Design sram_bg_loader, sky130hd; sources not shown.
Run 1, power grid:
Scale bar: 20 um. Pins as bars on the die edge. Tap cells in gray.
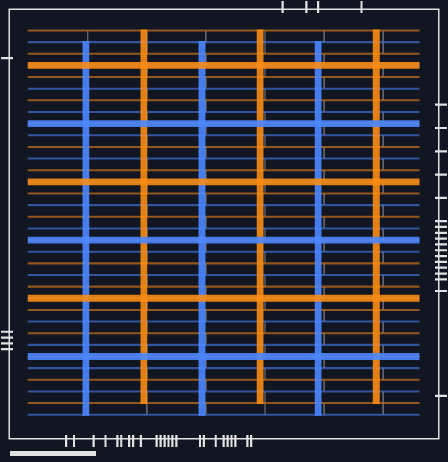
[VSS] blue
[VDD] orange
met4 straps: 6
rows: 33
die width: 100 um
Placeable Area: 0.00822 sq mm

Run 1, placement by cell class:
Scale bar: 20 um.
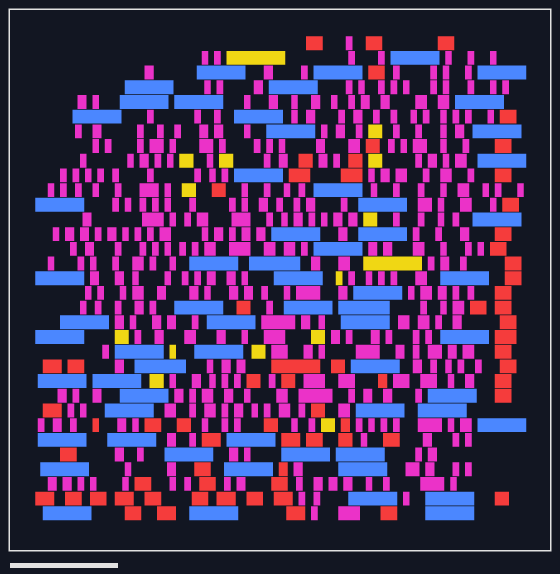
[remaining logic cells] magenta | cells: 398 | share of their area: 45%
[registers] blue | cells: 62 | share of their area: 38%
[clock drivers and dummy loads] yellow | cells: 15 | share of their area: 3.6%
[remaining buffers and delay cells] red | cells: 67 | share of their area: 14%
Util after Layout: 52.0%
# rows: 33
Final Cell Area: 0.00427 sq mm
sequential cell area share: 36.4%

Run 1, clock wires, drivers and flops:
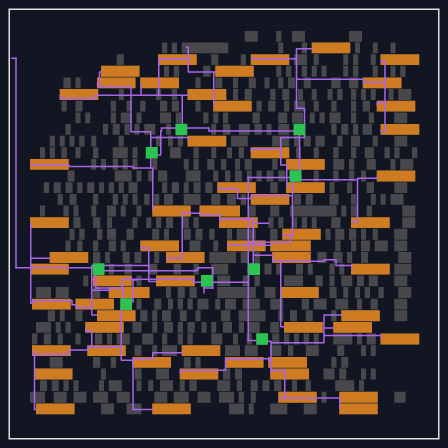
[clock wires] purple | length: 991 um
[clock-net drivers] green | count: 9
[flip-flops] orange | count: 62
routed clock nets: 10
flops lie: spread over the die
clk pwr: 1.12 mW
clock share of power: 19.7%

Run 1, metal layers overlaid:
Scale bar: 20 um. Only two layers are drawn.
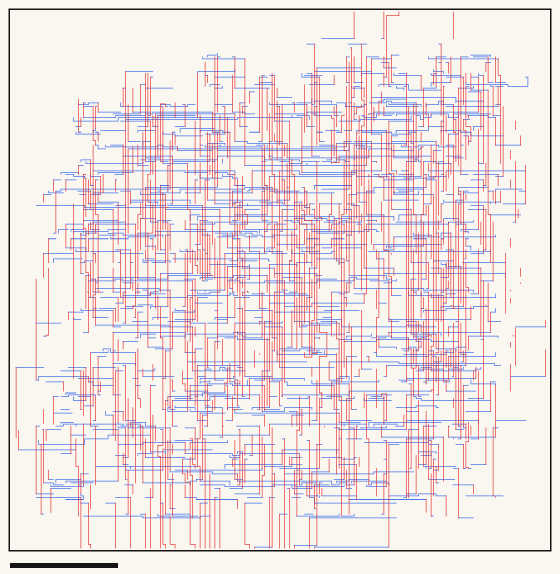
[M2] red | wire length: 5,610 um
[M1] blue | wire length: 4,540 um
wire per inst: 16.6 um
via count: 3,437
drt total wl: 10,700 um

==> out/results.ini, run 1 <==
[critical_path]
crit_type = flip-flop to flip-flop
timing.critical_path.slowest_stage_cell = dfrtp_2
critPathCaptureType = flip-flop
cp_data_required_time_ns = 2.10
path_delay_family = simple AND/OR/NAND/NOR gates
cp.depth = 10

[clocking]
cts_tree = done
cts_hold_buf = 0
cts_root_buf = clkbuf_4
cts_made_buffers = 9
clkLatencyLatePin_ns = 0.41
cts.clk_slew.worst_paths_ns = 0.12
clkSinkCount = 62

[timing]
max_slew_margin_pct = 45.9
fin_crit_sh_pct = 101
finalWorstSetupSlack_ns = -0.0130
final_hold_viol_count = 1
hold_ws_ns = -0.00113
setup-violations-final = 2
tns_ns = -0.0145

[power_and_ir_drop]
sw_frac_of_total_pct = 45.8
internal-power_mw = 3.08
vdd_ir_drop_max_v = 0.000795
finalPower_mw = 5.69
power.density_mw_per_mm2 = 1330
powerSeq_mw = 1.82

[synthesis]
largest_area_cell = dfrtp_1
ys_warn_count = 0
netlist_area_sq_mm = 0.00338
synth_flops = 62
xor_area_share_pct = 0.518
synth.most_common_cell = nand2_1
synthAdderAreaFrac_pct = 1.48
yosys-top-cells-count = nand2_1 (123), nor2_1 (81), dfrtp_1 (62)
synthTopCellsByArea = dfrtp_1 (46%), nand2_1 (14%), nor2_1 (9.0%)

[finish]
buf_share_pct = 13.8
fin_cells = 648
comb_area_sq_mm = 0.00163
flop-count = 62
layout.nets = 554
syn2layout_area_growth_pct = 26.2
fill_cells = 1071
comb_share_pct = 38.2

[route]
ant_nets = 0
wl_met2_um = 5610
remaining_drc_errors = 0

[die]
die_area_sq_mm = 0.0100
io_pins = 51
fp_util_pct = 41.2

[status]
status = finished, violations left
violations = hold timing, setup timing

[place]
dp_cells = 625
postPlaceCellArea_sq_mm = 0.00401
hpwl_um = 7610
place_congestion = 0.821

[worst_hold_path]
hold_path_class = input pin to async pin

[global_route]
met1_usage_pct = 27.0

Run 1, cell placement:
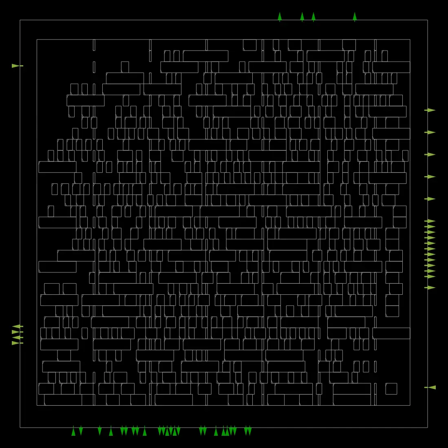

--- run 2 (diff from run 1) ---
--- a/config.mk
+++ b/config.mk
@@ -15,7 +15,7 @@
 export CTS_CLUSTER_SIZE = 10
 export DETAILED_ROUTE_END_ITERATION = 10
 export GPL_TIMING_DRIVEN = 0
-export PLACE_DENSITY = 0.83
+export PLACE_DENSITY_LB_ADDON = 0.1
 export SYNTH_ARGS = -nofsm -noshare
 export SYNTH_HDL_FRONTEND = slang
 export SYNTH_SLANG_ARGS = --single-unit
Run 2, cell placement:
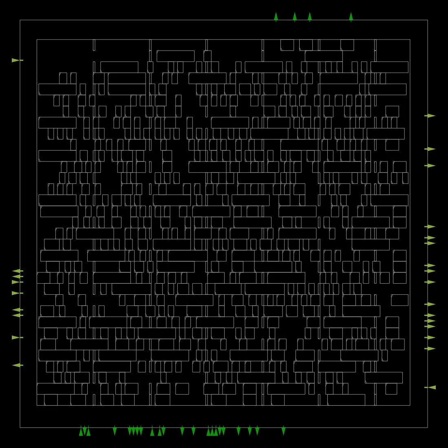
fin cells: 646
flip-flops: 62
TAP cells: 105
Util after Layout: 50.9%

Run 2, clock wires, drivers and flops:
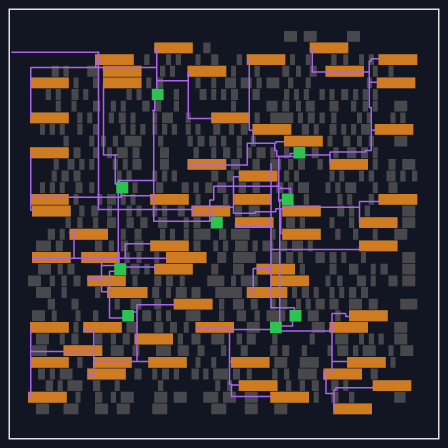
[flip-flops] orange | count: 62
[clock wires] purple | length: 952 um
[clock-net drivers] green | count: 9
flops lie: spread over the die
Setup Skew: 0.0212 ns
clk pwr: 802 uW
clk_lat worst skew: 0.42 ns
clock share of power: 15.2%

==> out/results.ini, run 2 <==
[run]
maxCapViolations = 0

[power_and_ir_drop]
powerSeq_mw = 1.83
p_sw_mw = 2.52
finalPower_mw = 5.26
sw_frac_of_total_pct = 48.0
vdd_ir_drop_max_v = 0.000728
power.density_mw_per_mm2 = 1260
internal-power_mw = 2.74
seqPwrFrac_pct = 34.8

[synthesis]
netlist_area_sq_mm = 0.00338
synth_flops = 62
yosysTopAreaCellShare_pct = 45.8
largest_area_cell = dfrtp_1
synthTopCellsByArea = dfrtp_1 (46%), nand2_1 (14%), nor2_1 (9.0%)
ys_sh_aoi_pct = 8.95
xor_area_share_pct = 0.518
synthAdderAreaFrac_pct = 1.48
synth.most_common_cell = nand2_1
ys_warn_count = 0
yosys-top-cells-count = nand2_1 (123), nor2_1 (81), dfrtp_1 (62)
yosysSeqAreaShare_pct = 45.8

[finish]
final_layout_top_logic_cells = nand2_1 (121), nor2_1 (75), dfrtp_1 (59), inv_1 (51), dlygate4sd2_1 (36)
seq_area_sq_mm = 0.00156
comb_share_pct = 38.5
buf_share_pct = 13.9
n_all_buffers = 67
antennaDiodeCount = 0
layout.nets = 554
fill_cells = 1071
comb_area_sq_mm = 0.00161
dominant_cells = multi-input combinational cells
syn2layout_area_growth_pct = 23.5

[critical_path]
crit_type = flip-flop to output pin
critPathCaptureType = output pin
cp.depth = 4
timing.critical_path.slowest_stage_cell = dfrtp_2
critPathMaxFanout = 5
path_delay_family = flip-flops
cp_data_required_time_ns = 1.44

[die]
die_w_um = 100
io_pins = 51
die_area_sq_mm = 0.0100
rows = 33
core_area_sq_mm = 0.00822
fp_util_pct = 41.2

[timing]
final_hold_viol_count = 0
hold_ws_ns = 0.0192
max_slew_margin_pct = 45.2
fin_crit_sh_pct = 96.4
finalWorstSetupSlack_ns = 0.0639
tns_ns = 0
setup-violations-final = 0

[route]
drt-total-wl_um = 10300
remaining_drc_errors = 0
ant_nets = 0
wire_per_inst_um = 15.9
vias = 3390
wl_met3_um = 249
wl_met2_um = 5240

[place]
dp_cells = 625
postPlaceCellArea_sq_mm = 0.00401
hpwl_um = 7520
dp_slack_ns = -0.548
place_congestion = 0.794

[global_route]
met1_usage_pct = 26.9
grt_busiest_layer = met2
grt_pass1_wl_um = 17300

[clocking]
clkSinkCount = 62
cts_tree = done
cts_hold_buf = 0
clockBufferDepth = 2
cts_root_buf = clkbuf_4
cts.clk_slew.worst_paths_ns = 0.11
cts_made_buffers = 9

[status]
status = finished, final reports clean

[worst_hold_path]
hold_path_class = input pin to async pin

Run 2, placement by cell class:
Scale bar: 20 um.
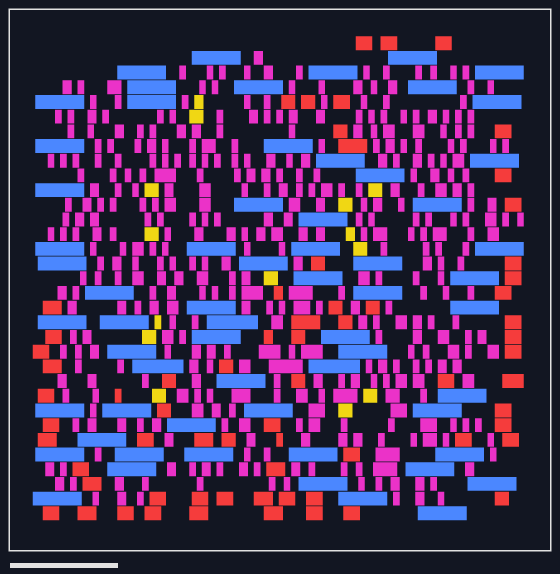
[remaining logic cells] magenta | cells: 398 | share of their area: 45%
[registers] blue | cells: 62 | share of their area: 38%
[remaining buffers and delay cells] red | cells: 67 | share of their area: 14%
[clock drivers and dummy loads] yellow | cells: 14 | share of their area: 2.4%
sequential cell area share: 37.2%
Final Cell Area: 0.00418 sq mm

Power figures rest on the tool's default switching activity, not on a simulated workload.
